[config.mk]
export PLATFORM = sky130hd
export DESIGN_NAME = serial_rx_fifo
export DESIGN_NICKNAME = d
export VERILOG_FILES = /design/src/rtl/serial_rx_fifo.sv
export SDC_FILE = /design/constraint.sdc
export NUM_CORES = 1
export LEC_CHECK = 0
export CAP_MARGIN = 20
export CORE_AREA = 2 2 95 88
export CTS_BUF_LIST = sky130_fd_sc_hd__clkbuf_16
export DETAILED_ROUTE_END_ITERATION = 7
export DIE_AREA = 0 0 97 90
export HOLD_SLACK_MARGIN = 0.06
export PLACE_DENSITY = 0.76
export SLEW_MARGIN = 5
export SYNTH_ARGS = -nofsm -noshare
export SYNTH_HDL_FRONTEND = slang
export SYNTH_SLANG_ARGS = --single-unit
[constraint.sdc]
create_clock -name clk -period 10.55 [get_ports clk]
set_clock_uncertainty 0.15 [all_clocks]
set_input_delay 1.5825 -clock clk [delete_from_list [all_inputs] [get_ports clk]]
set_output_delay 1.5825 -clock clk [all_outputs]
set_load 0.05 [all_outputs]
[src/rtl/serial_rx_fifo.sv]
// serial_rx_fifo: 16x-oversampled 8N1 receiver queueing characters in a small FIFO
module serial_rx_fifo #(
  parameter int CLK_FREQ = 100000000,
  parameter int BAUD = 115200,
  parameter int DEPTH = 4
) (
  input  logic clk,
  input  logic reset,
  input  logic clear,
  input  logic rx,
  input  logic clear_flag,
  output logic flag,
  output logic [0:7] char0,
  output logic [$clog2(DEPTH):0] count,
  output logic overrun,
  output logic framing_err
);
  localparam int DIV = CLK_FREQ / (BAUD * 16);
  localparam int AW = $clog2(DEPTH);
  localparam int TW = (DIV > 1) ? $clog2(DIV) : 1;
  localparam logic [AW:0] FULL_N = (AW+1)'(DEPTH);
  typedef enum logic [2:0] {IDLE, START, DATA, STOP, BRK} state_t;
  state_t state, state_n;
  logic [1:0] sync;
  logic rxs, rxs_q;
  logic [TW-1:0] tcnt;
  logic [3:0] scnt, scnt_n;
  logic [1:0] samp;
  logic [2:0] bidx;
  logic [7:0] shreg;
  logic tick, decide, bitv, push;
  logic clr_q, pop_req, do_pop, do_push, full;
  logic [7:0] mem [DEPTH];
  logic [AW-1:0] rd, wr, rd_n;
  logic [AW:0] count_n;
  logic [7:0] head_n;
  assign rxs = sync[1];
  assign tick = tcnt == TW'(DIV - 1);
  assign scnt_n = scnt + 4'd1;
  assign decide = tick && scnt_n == 4'd9;
  assign bitv = (samp[0] & samp[1]) | (samp[0] & rxs) | (samp[1] & rxs);
  // Start only on a falling edge, so a line left low by an abort never retriggers
  always_comb begin
    state_n = state;
    push = 1'b0;
    case (state)
      IDLE:  state_n = (rxs_q && !rxs) ? START : IDLE;
      START: state_n = decide ? (bitv ? IDLE : DATA) : START;
      DATA:  state_n = (decide && bidx == 3'd7) ? STOP : DATA;
      STOP: begin
        state_n = decide ? (bitv ? IDLE : BRK) : STOP;
        push = decide & bitv;
      end
      BRK:   state_n = rxs ? IDLE : BRK;
      default: state_n = IDLE;
    endcase
  end
  always_ff @(posedge clk) begin
    sync <= reset ? {sync[0], rx} : 2'b11;
    rxs_q <= reset ? rxs : 1'b1;
    if (!reset || clear) begin
      state <= IDLE;
      tcnt <= '0;
      scnt <= '0;
      samp <= '0;
      bidx <= '0;
      shreg <= '0;
      framing_err <= 1'b0;
    end else begin
      state <= state_n;
      tcnt <= (state == IDLE || tick) ? '0 : tcnt + 1'b1;
      scnt <= (state == IDLE) ? '0 : (tick ? scnt_n : scnt);
      if (tick && scnt_n == 4'd7) samp[0] <= rxs;
      if (tick && scnt_n == 4'd8) samp[1] <= rxs;
      bidx <= (state == START) ? 3'd0 : ((decide && state == DATA) ? bidx + 3'd1 : bidx);
      if (decide && state == DATA) shreg <= {bitv, shreg[7:1]};
      if (decide && state == STOP && !bitv) framing_err <= 1'b1;
    end
  end
  assign pop_req = clear_flag & ~clr_q;
  assign full = count == FULL_N;
  assign do_pop = pop_req && count != '0;
  assign do_push = push && (!full || do_pop);
  assign rd_n = do_pop ? rd + 1'b1 : rd;
  assign count_n = count + (AW+1)'(do_push) - (AW+1)'(do_pop);
  // Bypass the incoming byte when it becomes the head in the same cycle
  assign head_n = (count_n == '0) ? 8'h00 : ((do_push && wr == rd_n) ? shreg : mem[rd_n]);
  always_ff @(posedge clk) begin
    if (!reset || clear) begin
      rd <= '0;
      wr <= '0;
      count <= '0;
      flag <= 1'b0;
      char0 <= 8'h00;
      overrun <= 1'b0;
      clr_q <= 1'b1;
    end else begin
      clr_q <= clear_flag;
      rd <= rd_n;
      wr <= do_push ? wr + 1'b1 : wr;
      count <= count_n;
      flag <= count_n != '0;
      char0 <= head_n;
      overrun <= overrun | (push & full & ~do_pop);
    end
  end
  always_ff @(posedge clk)
    if (reset && !clear && do_push) mem[wr] <= shreg;
endmodule

Run 1, met1 routing:
The bar under the picture is 20 um long. Supply wires on this layer in grey.
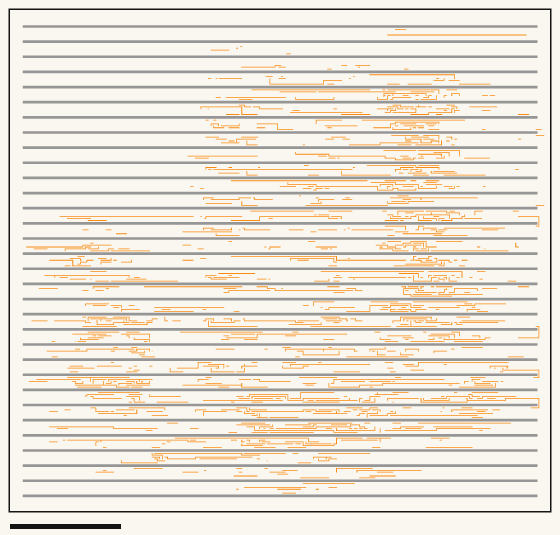
nets with wire on the layer: 337
wire length on this layer: 3080 um
longest straight run: 24.9 um
main direction: horizontal

Run 1, met2 routing:
The bar under the picture is 20 um long.
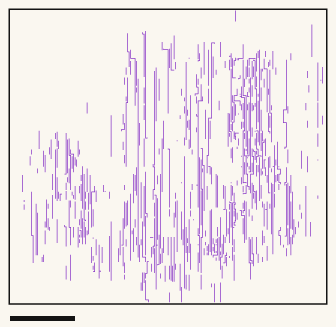
nets with wire on the layer: 283
longest straight run: 54.7 um

==> job_summary.md, run 1 <==
## Synthesis and layout report

| Metric | Value |
|---|---|
| Placement row count | 31 |
| Initial core utilization | between 40% and 50% |
| Grt ovf | 0 |
| Antenna violations before repair | 0 |
| Crit-path max cell delay | between 0.6 and 0.7 ns |
| Post-place setup slack | between 5 and 6 ns |
| Mux frac, synth | 6.619% |
| R2R depth | 12 |
| Setup Crit Path Kind | in -> reg |
| Most common reg cell | dfxtp_1 |
| YS chip area | between 3000 and 4000 um2 |
| Peak supply drop | 83.63 uV |
| Minimum clock period | 4.958 ns |
| CTS tree | done |
| Yosys aoi share | a little under an eighth |
| Buf/Inv on CP | 2 |
| Synth top cell by count | dfxtp_1 |
| Unrepaired setup endpoints after global routing | false |
| Max-slew headroom | a little over a third |
| Synth Cell Area | between 3000 and 4000 um2 |
| Total GRT Usage | 15.52% |
| Die width | between 90 and 100 um |
| Dominant delay contributor by cell family on the critical path | simple AND/OR/NAND/NOR gates |
| Pwr Density | 155.0 nW/um2 |
| Share of flip-flops with an asynchronous set or reset | 0% |
| Number of standard cells reported by yosys | 332 |
| Setup WS post-layout | about 5.6 ns |
| TNS Setup | 0 ns |
| Final hold viol count | 0 |
| Critical path, cell by cell | clkdlybuf4s50_1, nand2b_1, and3_1, or4_1, ha_1, inv_1, ha_1, fa_1, nor2_1, a21oi_1, o221a_1 |
| P_leak | 1.478 nW |
| CTS buffer count | 9 |
| Max clock buf depth | 2 |
| Number of global-route vias before repair | 2294 |
| DRT antenna net count | 0 |
| Largest net degree at the start of global routing | 39 |
| Post-CTS Hold Fix Bufs | 0 |
| Die area | 8730 um2 |
| DRT iter0 DRCs | 127 |
| Syn_area_per_cell | 10.99 um2 |
| Max_cap viols | 0 |
| Critical Path Slowest Stage Cell | a21oi_1 |
| Avg Vias per Cell | 5.466 |
| HPWL Detailed | 4359 um |
| Most frequent cells after synthesis | 48 x dfxtp_1, 35 x nor2_1, 32 x edfxtp_1 |
| Core ar. | 7796 um2 |
| # H-tree levels | 3 |
| Crit Path Max Fanout | 10 |
| RePlAce Congestion | 0.8628 |
| Comb area leader | simple AND/OR/NAND/NOR gates |
| First-pass GRT wire length | 10810 um |
| DR DRC count | 0 |
| Hold/Removal Path Class | reg -> reg |
| Simple share | between 10% and 20% |
| Adder Share, Synth | 5.624% |
| Total I/O pin count | 19 |
| Nets | 367 |
| Storage cell area | 1922 um2 |
| Crit path launch type | input pin |
| Clock-pin transition on the worst setup and hold timing paths | 0.06 ns |
| Fmax | around 200 MHz |
| Routed via count | 2465 |
| Antenna cells | 0 |
| Worst-skew pair later-pin latency | 0.33 ns |
| Worst endpoint required time | ~11 ns |
| EDFF count, synth | 32 |
| End point of the critical path | char0[4]$_SDFF_PP0_ |
| Combinational Area | 1630 um2 |
| Biggest area cells | dfxtp_1 26%, edfxtp_1 26%, ha_1 4.8% |
| Status | completed |
| Cycle use final | between 40% and 50% |
| Total nets after synthesis | 352 |
| Reg2reg setup slack | 6.47 ns |
| Yosys top cell by area | dfxtp_1 |
| Critical Path End Type | flop |
| DR pass1 iterations | 4 |
| Tally of OpenROAD warnings | 33 |
| Endpoints failing setup | 0 |
| Most used cell, CP | ha_1 |
| Distinct lib cells | 50 |
| IO Port Bufs | 18 |
| R2r endpoint | char0[4]$_SDFF_PP0_ |
| WL/cell | roughly 14 um |
| Mapped Cells | around 330 |
| Worst r2r src | scnt[1]$_SDFFE_PP0P_ |
| Xor/xnor share | 3.361% |
| Fill cells | 649 |
| Final WL | 6498 um |
| Die Span Y | 90 um |
| Post-CTS Resized | 0 |
| Synthesis Warnings | 0 |
| Clock net sink count | around 80 |
| Post-CTS Setup Bufs | 0 |
| Root buffer cell | clkbuf_16 |
| Share of cells above drive strength 1 | 9.091% |
| Yosys reg bits | 80 |
| Register share after synthesis | 52.67% |
| Worst-Margin Slew | 0.9627 ns |
| Critical path launch point | clear_flag |
| Top-area cell share | 26.34% |
| Critical Path Stages | 11 |
| Area Overhead vs Synth | 16.32% |
| CP arrival | roughly 5 ns |
| Max Slew Vio Count | 0 |
Run 1, signal wires on met3:
Cells faint in the background.
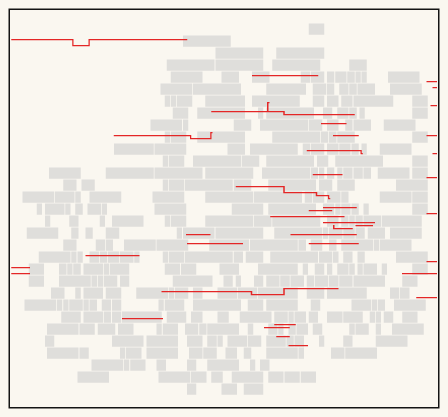
wire length on this layer: 376 um
share of all routed wire: 5.8%
longest straight run: 22.1 um

[run 1: worst reg2reg max path, cell delays in order, from the launching register on]
cell	delay [ns]
dfxtp_1	0.42
ha_1	0.30
nand2b_1	0.11
nor4_2	0.32
a21oi_2	0.14
or4_1	0.53
ha_1	0.32
inv_1	0.04
ha_1	0.19
fa_1	0.51
nor2_1	0.06
a21oi_1	0.62
o221a_1	0.31
[run 1: flip-flops by register name, summed over array words and instances, names as in the netlist, 2 cells and up]
signal / count
state: 3
char0: 8
count: 3
tcnt: 6
sync: 2
wr: 2
mem: 32
bidx: 3
rd: 2
scnt: 4
shreg: 8
samp: 2
[run 1: metrics by stage]
stage / utilization, % / cell area (um2) / total power, W / instances / hold WS, ns
floorplan: - / 3649 / 0.0003296 / 332 / 0.2363
global placement: 49.94 / 3894 / 0.0003322 / 434 / 0.2397
detailed placement: 49.94 / 3894 / 0.0003323 / 434 / 0.2464
CTS: 54.12 / 4219 / 0.0006638 / 450 / 0.2605
global route: 54.44 / 4244 / 0.0006777 / 451 / 0.2737
finish: 54.44 / 4244 / 0.0006579 / 451 / 0.2581
[run 1: how the worst min path moves through the flow]
stage                             from                 end  slack, ns  cells past startpoint
floorplan           sync[0]$_SDFF_PN1_  sync[1]$_SDFF_PN1_       0.24                      1
global placement    sync[0]$_SDFF_PN1_  sync[1]$_SDFF_PN1_       0.24                      1
detailed placement  sync[0]$_SDFF_PN1_  sync[1]$_SDFF_PN1_       0.25                      1
CTS                 sync[0]$_SDFF_PN1_  sync[1]$_SDFF_PN1_       0.26                      1
global route        sync[0]$_SDFF_PN1_  sync[1]$_SDFF_PN1_       0.27                      1
finish              sync[0]$_SDFF_PN1_  sync[1]$_SDFF_PN1_       0.26                      1
[run 1: area by class of cell]
type | instances | area share, %
Clock inverter | 6 | 1.769
Inverter | 10 | 0.8844
Multi-Input combinational cell | 227 | 38.41
Clock buffer | 10 | 5.896
Timing Repair Buffer | 19 | 4.835
Sequential cell | 80 | 45.28
Tap cell | 99 | 2.919
[run 1: placed cells by master, fill, tap and decap left out, types with 11 or more instances in the layout]
cell type	instances
mux2i_1	14
clkbuf_16	11
nand2b_1	13
dfxtp_1	48
edfxtp_1	32
ha_1	14
nor2_1	35
nand2_1	13
o21ai_0	11
clkdlybuf4s50_1	18
inv_1	11
[run 1: power breakdown]
group,total (W),switching [W],internal (W)
registers,0.000320,0.000000503,0.000320
logic,0.00000546,0.00000314,0.00000232
clock network,0.000332,0.000114,0.000218
total,0.000658,0.000118,0.000540
[run 1: per-layer routing]
layer | global-route usage, % | wire length (um) | up-vias
li1 | - | - | 1237
met1 | 20.16 | 3081 | 1153
met4 | 5.751 | 74 | 0
met5 | 0 | 0 | -
met2 | 23.73 | 2967 | 69
met3 | 5.754 | 375 | 6
[run 1: logic make-up (layout without fill, tap and decap cells)]
kind of cell,count (synthesis),count (layout)
AOI/OAI and AO/OA,55,55
adders and majority gates,16,16
DFF,80,80
buffers and inverters,25,45
muxes,23,23
and+or+nand+nor,119,119
xor gates and xnor gates,14,14
==> run 2: changes to the inputs <==
clock period = 5.05 ns   (was 10.55 ns; I/O delays follow)
Run 2, met2 routing:
The bar under the picture is 20 um long.
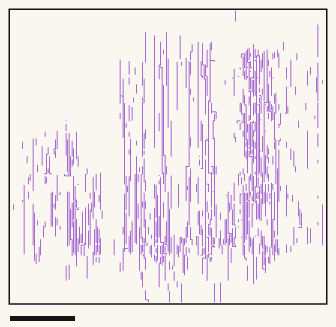
share of all routed wire: 46%
nets with wire on the layer: 297
longest straight run: 38.8 um
wire length on this layer: 3020 um
final WL: 6540 um
GR Util met2: 24.07%
routed via count: 2485

Run 2, signal wires on met3:
Cells faint in the background.
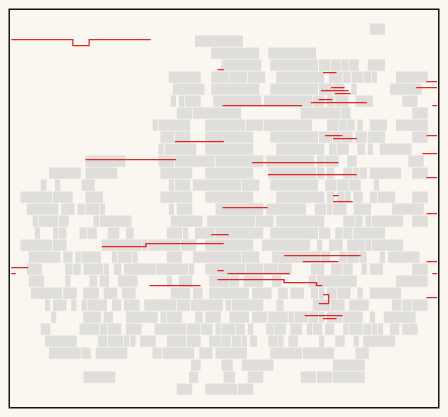
wire length on this layer: 326 um
share of all routed wire: 5.0%
nets with wire on the layer: 30
Global Route met3 Usage: 5.365%

Run 2, met1 routing:
The bar under the picture is 20 um long. Supply wires on this layer in grey.
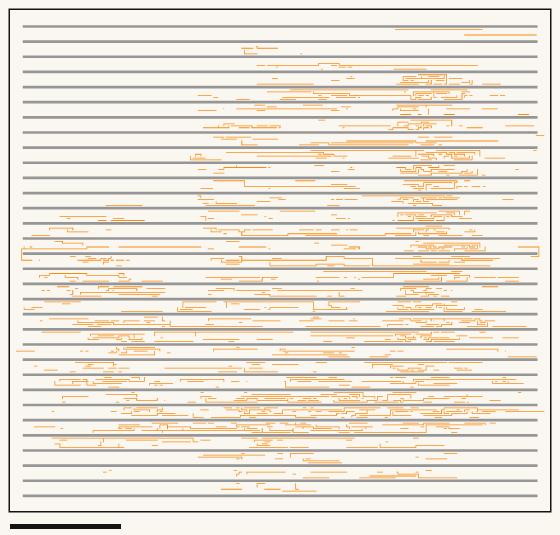
wire length on this layer: 3100 um
nets with wire on the layer: 334
share of all routed wire: 47%
main direction: horizontal

==> run 2 against run 1 <==
Compared with the run above: non-clock buffer count is 1 lower; sequential share of layout area rose by 0.50 points; largest cell class unchanged; synthesized cell count unchanged; via count grew 0.81%; core utilization shrank 0.59 points; first-iteration DRC count is 47% higher; flip-flop count unchanged; clock power rose by 94%; area after synthesis unchanged; critical path type unchanged; clock-buffer cell count unchanged; sequential power increased by 110%.
==> job_summary.md, run 2 <==
## Synthesis and layout report

| Metric | Value |
|---|---|
| Synthesis Warnings | 0 (unchanged) |
| Die Span Y | 90 um (unchanged) |
| Clock-pin transition on the worst setup and hold timing paths | 0.06 ns (about the same) |
| Crit Path Max Fanout | 10 (unchanged) |
| Top-area cell share | 26.34% (unchanged) |
| Total I/O pin count | 19 (unchanged) |
| Total nets after synthesis | 352 (unchanged) |
| Share of cells above drive strength 1 | 9.972% (+0.88 points) |
| M1 GR Usage | 20.33% (+0.17 points) |
| Biggest area cells | dfxtp_1 26%, edfxtp_1 26%, ha_1 4.8% |
| Synth Cell Area | 3648 um2 (unchanged) |
| Number of standard cells reported by yosys | 332 (unchanged) |
| Syn_area_per_cell | 10.99 um2 (unchanged) |
| Synth top cell by count | dfxtp_1 |
| Post-CTS Setup Bufs | 0 (unchanged) |
| CP arrival | 4.22 ns (-0.86 ns) |
| Status | completed |
| WL/cell | 14.53 um (+0.87%) |
| YS chip area | 3648 um2 (unchanged) |
| Hold/Removal Path Class | reg -> reg |
| Post-place setup slack | 0.6289 ns (-4.691 ns) |
| Area Overhead vs Synth | 15.05% |
| Cycle use final | about four fifths |
| Post-Place Cell Area | 3894 um2 (unchanged) |
| Peak supply drop | 196.4 uV (+130%) |
| Crit path launch type | input pin |
| Placement row count | 31 (unchanged) |
| Dominant delay contributor by cell family on the critical path | simple AND/OR/NAND/NOR gates |
| Yosys top cell by area | dfxtp_1 |
| Register share after synthesis | 52.67% (unchanged) |
| Worst-Margin Slew | 1.078 ns (+0.1157 ns) |
| Grt ovf | 0 (unchanged) |
| TNS Setup | 0 ns (unchanged) |
| First-pass GRT wire length | 10980 um (+1.7%) |
| Critical Path End Type | flop |
| CTS buffer count | 9 (unchanged) |
| Worst-skew pair later-pin latency | 0.33 ns (about the same) |
| Max-slew headroom | 28.01% (-7.5 points) |
| Clock net sink count | 80 (unchanged) |
| Yosys reg bits | 80 (unchanged) |
| CTS tree | done |
| Worst endpoint required time | 5.18 ns (-5.49 ns) |
| Critical Path Slowest Stage Cell | or4_1 |
| Most frequent cells after synthesis | 48 x dfxtp_1, 35 x nor2_1, 32 x edfxtp_1 |
| Top reg by flops | mem |
| Setup WS post-layout | 0.9629 ns (-4.629 ns) |
| Die width | 97 um (unchanged) |
| Unrepaired setup endpoints after global routing | false |
| Share of flip-flops with an asynchronous set or reset | 0% (unchanged) |
| Nets | 366 (-0.27%) |
| # H-tree levels | 3 (unchanged) |
| Antenna violations before repair | 0 (unchanged) |
| Most common reg cell | dfxtp_1 |
| Max clock buf depth | 2 (unchanged) |
| Most frequent logic cells in the routed design | 48 x dfxtp_1, 35 x nor2_1, 32 x edfxtp_1, 18 x clkdlybuf4s50_1 |
| Top cell excl fill/tap | dfxtp_1 |
| Die area | 8730 um2 (unchanged) |
| Post-CTS Hold Fix Bufs | 0 (unchanged) |
| Minimum clock period | between 4 and 5 ns |
| Antenna cells | 0 (unchanged) |
| DRT iter0 DRCs | 187 (+47%) |
| Number of global-route vias before repair | 2346 (+2.3%) |
| Mapped Cells | 332 (unchanged) |
| Fmax | roughly 240 MHz |
| Reg2reg setup slack | 1.03 ns (-5.44 ns) |
| RePlAce Congestion | 0.8391 (-2.7%) |
| Regs by FF count | mem (32), char0 (8), shreg (8) |
| Max_cap viols | 0 (unchanged) |
| Distinct lib cells | 50 (unchanged) |
| DR pass1 iterations | 4 (unchanged) |
| Endpoints failing setup | 0 (unchanged) |
-- run 2: cell counts after synthesis --
Identical to the previous run, type by type.
-- run 2: layer usage --
metal	wire length [um]	part of all wire [%]	vias to the layer above
met1	3097	47	1178
li1	-	-	1237
met4	101	1.5	0
met2	3015	46	62
met3	325	5.0	8
met5	0	0	-
-- run 2: area by class of cell --
type / count / area [um2]
Multi-Input combinational cell: 227 / 1630
Tap cell: 99 / 123.9
Inverter: 10 / 37.54
Timing Repair Buffer: 18 / 180.2
Fill cell: 653 / 3598
Sequential cell: 80 / 1922
Clock buffer: 10 / 250.2
Clock inverter: 6 / 53.80
-- run 2: worst register-to-register path: cells and delay by family (launching register included) --
family / cells / cell delay (ns)
simple gates: 4 / 1.00
fa+ha+maj: 4 / 1.31
buf+inv: 1 / 0.04
flops: 1 / 0.44
compound gates: 3 / 1.02
-- run 2: cell families after synthesis --
logic type                 after synthesis  synth area share (%)
DFF                                     80                 52.67
AOI/OAI and AO/OA                       55                 11.32
muxes                                   23                 6.619
adders and majority gates               16                 5.624
xor gates and xnor gates                14                 3.361
buffers and inverters                   25                 2.778
and+or+nand+nor                        119                 17.63
-- run 2: through the flow --
stage,cells,hold slack (ns),util [%],total power [W]
global route,450,0.2740,53.84,0.001367
floorplan,332,0.2363,-,0.0006886
detailed placement,434,0.2460,49.94,0.0006941
global placement,434,0.2390,49.94,0.0006939
CTS,450,0.2608,53.84,0.001341
finish,450,0.2575,53.84,0.001325
-- run 2: path summary, 6_finish.rpt --
path | start | to | depth (start not counted)
max reg2reg | scnt[1]$_SDFFE_PP0P_ | char0[1]$_SDFF_PP0_ | 12
min | sync[0]$_SDFF_PN1_ | sync[1]$_SDFF_PN1_ | 1
min reg2reg | sync[0]$_SDFF_PN1_ | sync[1]$_SDFF_PN1_ | 1
max | clear_flag | char0[1]$_SDFF_PP0_ | 11
-- run 2: power by group --
| part | internal, W | switching, W | total, W |
|---|---|---|---|
| clock network | 0.000372 | 0.000273 | 0.000645 |
| registers | 0.000668 | 0.00000110 | 0.000669 |
| logic | 0.00000483 | 0.00000637 | 0.0000112 |
| total | 0.00104 | 0.000280 | 0.00132 |
==> run 3: changes to the inputs <==
clock period = 4.1 ns   (was 5.05 ns; I/O delays follow)
Run 3, signal wires on met3:
Cells faint in the background.
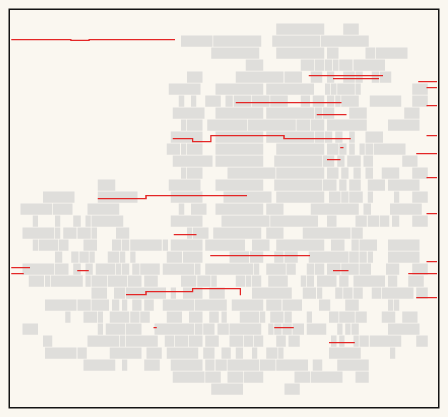
longest straight run: 23.7 um
wire length on this layer: 283 um
main direction: horizontal
share of all routed wire: 4.3%
nets with wire on the layer: 23
routed via count: 2494
final WL: 6528 um
Global Route met3 Usage: 5.443%

Run 3, met2 routing:
The bar under the picture is 20 um long.
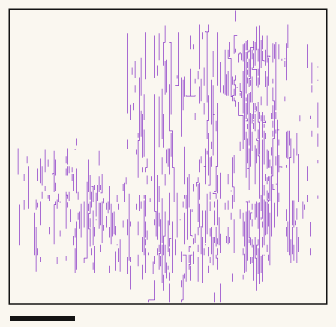
main direction: vertical
share of all routed wire: 47%
nets with wire on the layer: 303
GR Util met2: 25.06%

Run 3, met1 routing:
The bar under the picture is 20 um long. Supply wires on this layer in grey.
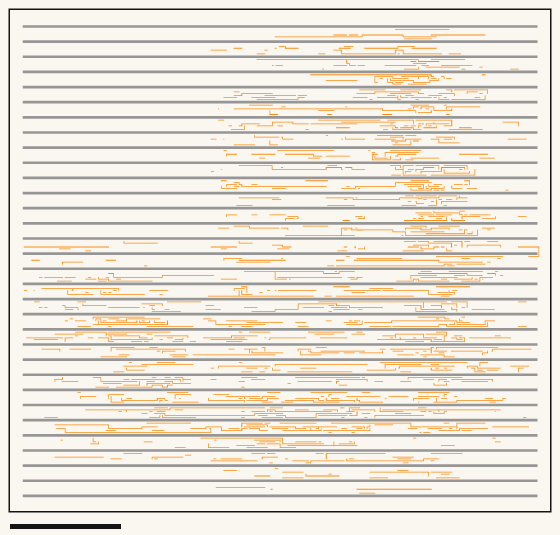
nets with wire on the layer: 337
main direction: horizontal
wire length on this layer: 3110 um
longest straight run: 29.0 um
share of all routed wire: 48%

==> run 3 against run 2 <==
Compared with the run above: first-iteration DRC count down 33%; core utilization rose by 0.18 points; setup slack got worse by 0.56 ns; global-route usage shrank 0.096 points.
==> job_summary.md, run 3 <==
## Synthesis and layout report

| Metric | Value |
|---|---|
| Die Span Y | 90 um (unchanged) |
| Die width | 97 um (unchanged) |
| Core ar. | 7796 um2 |
| Worst-skew pair later-pin latency | 0.33 ns (about the same) |
| Share of flip-flops with an asynchronous set or reset | 0% (unchanged) |
| Hold/Removal Path Class | reg -> reg |
| Area Overhead vs Synth | 15.43% |
| Grt ovf | 0 (unchanged) |
| Number of standard cells reported by yosys | 332 (unchanged) |
| Post-CTS Resized | 0 |
| Synthesis Warnings | 0 (unchanged) |
| Synth Cell Area | 3648 um2 (unchanged) |
| Synth top cell by count | dfxtp_1 |
| Max reg flops | 32 |
| Pwr Density | 374.6 nW/um2 |
| DR DRC count | 0 |
| Crit path launch type | flop |
| Share of cells above drive strength 1 | 11.24% (+1.3 points) |
| Peak supply drop | 207.9 uV (+5.9%) |
| HPWL Detailed | 4556 um |
| Cycle use final | 90.23% |
| WL/cell | 14.35 um (-1.3%) |
| Fill cells | 654 (+0.15%) |
| Mapped Cells | 332 (unchanged) |
| Worst-Margin Slew | 0.9938 ns (-0.08462 ns) |
| Clock net sink count | 80 (unchanged) |
| CTS buffer count | 9 (unchanged) |
| Status | completed |
| Clock-pin transition on the worst setup and hold timing paths | 0.06 ns (about the same) |
| DRT iter0 DRCs | 125 (-33%) |
| Post-route cell area | 4212 um2 |
| First-pass GRT wire length | 11160 um (+1.6%) |
| Distinct lib cells | 50 (unchanged) |
| Antenna violations before repair | 0 (unchanged) |
| TNS Setup | 0 ns (unchanged) |
| Total I/O pin count | 19 (unchanged) |
| Post-CTS Setup Bufs | 0 (unchanged) |
| Nets | 371 (+1.4%) |
| Syn_area_per_cell | 10.99 um2 (unchanged) |
| Critical Path Slowest Stage Cell | or4_1 |
| Crit-path max cell delay | 0.51 ns |
| Most frequent logic cells in the routed design | 48 x dfxtp_1, 35 x nor2_1, 32 x edfxtp_1, 18 x clkdlybuf4s50_1 |
| Max Slew Vio Count | 0 |
| Top reg by flops | mem |
| Hold path startpoint | sync[0]$_SDFF_PN1_ |
| Register share after synthesis | 52.67% (unchanged) |
| DRT antenna net count | 0 |
| Critical path, cell by cell | ha_1, nand2b_1, nor4_2, a21oi_2, or4_1, ha_1, inv_1, ha_1, fa_1, xnor2_1, a21oi_1, buf_4, nand4_1, o21ai_0 |
| P_leak | around 1.5 nW |
| CP arrival | 3.76 ns (-0.46 ns) |
| R2r endpoint | char0[3]$_SDFF_PP0_ |
| Most common reg cell | dfxtp_1 |
| Placement row count | 31 (unchanged) |
| Worst r2r src | scnt[1]$_SDFFE_PP0P_ |
| Total GRT Usage | 15.66% |
| Hold Crit Depth | 1 (unchanged) |
| Biggest area cells | dfxtp_1 26%, edfxtp_1 26%, ha_1 4.8% |
| WHS Endpoint | sync[1]$_SDFF_PN1_ |
| Fin util | 54.02% (+0.18 points) |
| Max_cap viols | 0 (unchanged) |
| Total nets after synthesis | 352 (unchanged) |
| YS chip area | 3648 um2 (unchanged) |
| Number of global-route vias before repair | 2358 (+0.51%) |
| Top-area cell share | 26.34% (unchanged) |
| Endpoints failing setup | 0 (unchanged) |
| Fmax | 270.3 MHz |
| Top cell excl fill/tap | dfxtp_1 |
| Minimum clock period | 3.699 ns |
| RePlAce Congestion | 0.8246 (-1.7%) |
| Yosys top cell by area | dfxtp_1 |
| Crit Path Max Fanout | 10 (unchanged) |
| Most frequent cells after synthesis | 48 x dfxtp_1, 35 x nor2_1, 32 x edfxtp_1 |
| Worst endpoint required time | 4.16 ns (-1.02 ns) |
| Root buffer cell | clkbuf_16 |
| Reg2reg setup slack | 0.40 ns (-0.63 ns) |
| Tally of OpenROAD warnings | 33 |
| Most used cell, CP | ha_1 |
| IO Port Bufs | 18 |
| Antenna cells | 0 (unchanged) |
| Largest net degree at the start of global routing | 39 |
| Die area | 8730 um2 (unchanged) |
| R2R depth | 14 (+2) |
| Avg Vias per Cell | between 5 and 6 |
| CTS tree | done |
| EDFF count, synth | 32 |
| DR pass1 iterations | 4 (unchanged) |
| Initial core utilization | 46.80% |
| Regs by FF count | mem (32), char0 (8), shreg (8) |
| Final hold viol count | 0 |
| Post-Place Cell Area | 3931 um2 (+0.96%) |
| # H-tree levels | 3 (unchanged) |
| Yosys reg bits | 80 (unchanged) |
| Unrepaired setup endpoints after global routing | false |
| Post-CTS Hold Fix Bufs | 0 (unchanged) |
| Max-slew headroom | 33.39% (+5.4 points) |
| Max clock buf depth | 2 (unchanged) |
| Setup Crit Path Kind | reg -> reg |
| Critical Path End Type | flop |
run 3: area by class of cell:
cell class | count | area (um2) | share of cell area (%)
clock buffers | 9 | 225.2 | 5.348
clock inverters | 7 | 55.05 | 1.307
inverters | 10 | 37.54 | 0.8913
multi-input cells | 227 | 1630 | 38.71
flip-flops and latches | 80 | 1922 | 45.63
well taps | 99 | 123.9 | 2.941
repair buffers | 23 | 217.7 | 5.169
run 3: worst max-delay path by stage:
stage | from | slack, ns | end
final | scnt[1]$_SDFFE_PP0P_ | 0.40 | char0[3]$_SDFF_PP0_
after detailed placement | clear_flag | 0.13 | char0[3]$_SDFF_PP0_
after global routing | scnt[0]$_SDFFE_PP0P_ | 0.16 | char0[3]$_SDFF_PP0_
after CTS | scnt[1]$_SDFFE_PP0P_ | 0.40 | char0[3]$_SDFF_PP0_
after global placement | clear_flag | 0.27 | char0[3]$_SDFF_PP0_
after floorplan | scnt[0]$_SDFFE_PP0P_ | 0.56 | char0[0]$_SDFF_PP0_
run 3: metal layers:
| metal | track usage, % | part of all wire [%] | wire length (um) |
|---|---|---|---|
| met2 | 25.06 | 47 | 3061 |
| met4 | 5.751 | 1.1 | 70 |
| met3 | 5.443 | 4.3 | 282 |
| met5 | 0 | 0 | 0 |
| met1 | 19.63 | 48 | 3114 |
run 3: report_power, final:
part / switching [W] / total, W / internal, W
clock: 0.000322 / 0.000739 / 0.000417
sequential: 0.00000125 / 0.000824 / 0.000822
combinational: 0.00000816 / 0.0000148 / 0.00000660
run 3: cells by family (layout without fill, tap and decap cells):
| logic type | count (synthesis) | in the layout | share of synthesized area [%] |
|---|---|---|---|
| and+or+nand+nor | 119 | 119 | 17.63 |
| DFF | 80 | 80 | 52.67 |
| AOI/OAI and AO/OA | 55 | 55 | 11.32 |
| buffers and inverters | 25 | 49 | 2.778 |
| muxes | 23 | 23 | 6.619 |
| adders and majority gates | 16 | 16 | 5.624 |
| xor gates and xnor gates | 14 | 14 | 3.361 |
run 3: critical path: cells and delay by family, from the launching register on:
kind	cells	cell delay [ns]
adders and majority gates	4	1.21
and+or+nand+nor	4	1.01
DFF	1	0.44
AOI/OAI and AO/OA	3	0.30
xor gates and xnor gates	1	0.25
buffers and inverters	2	0.22
run 3: per-stage QoR:
| step | worst slack (ns) | power (W) | hold slack [ns] | instances |
|---|---|---|---|---|
| CTS | 0.3977 | 0.001599 | 0.2599 | 455 |
| floorplan | 0.5604 | 0.0008481 | 0.2363 | 332 |
| global placement | 0.2729 | 0.0008554 | 0.2414 | 439 |
| finish | 0.4006 | 0.001577 | 0.2582 | 455 |
| global route | 0.1552 | 0.001631 | 0.2852 | 455 |
| detailed placement | 0.1347 | 0.0008557 | 0.2448 | 439 |
Power figures rest on the tool's default switching activity, not on a simulated workload.
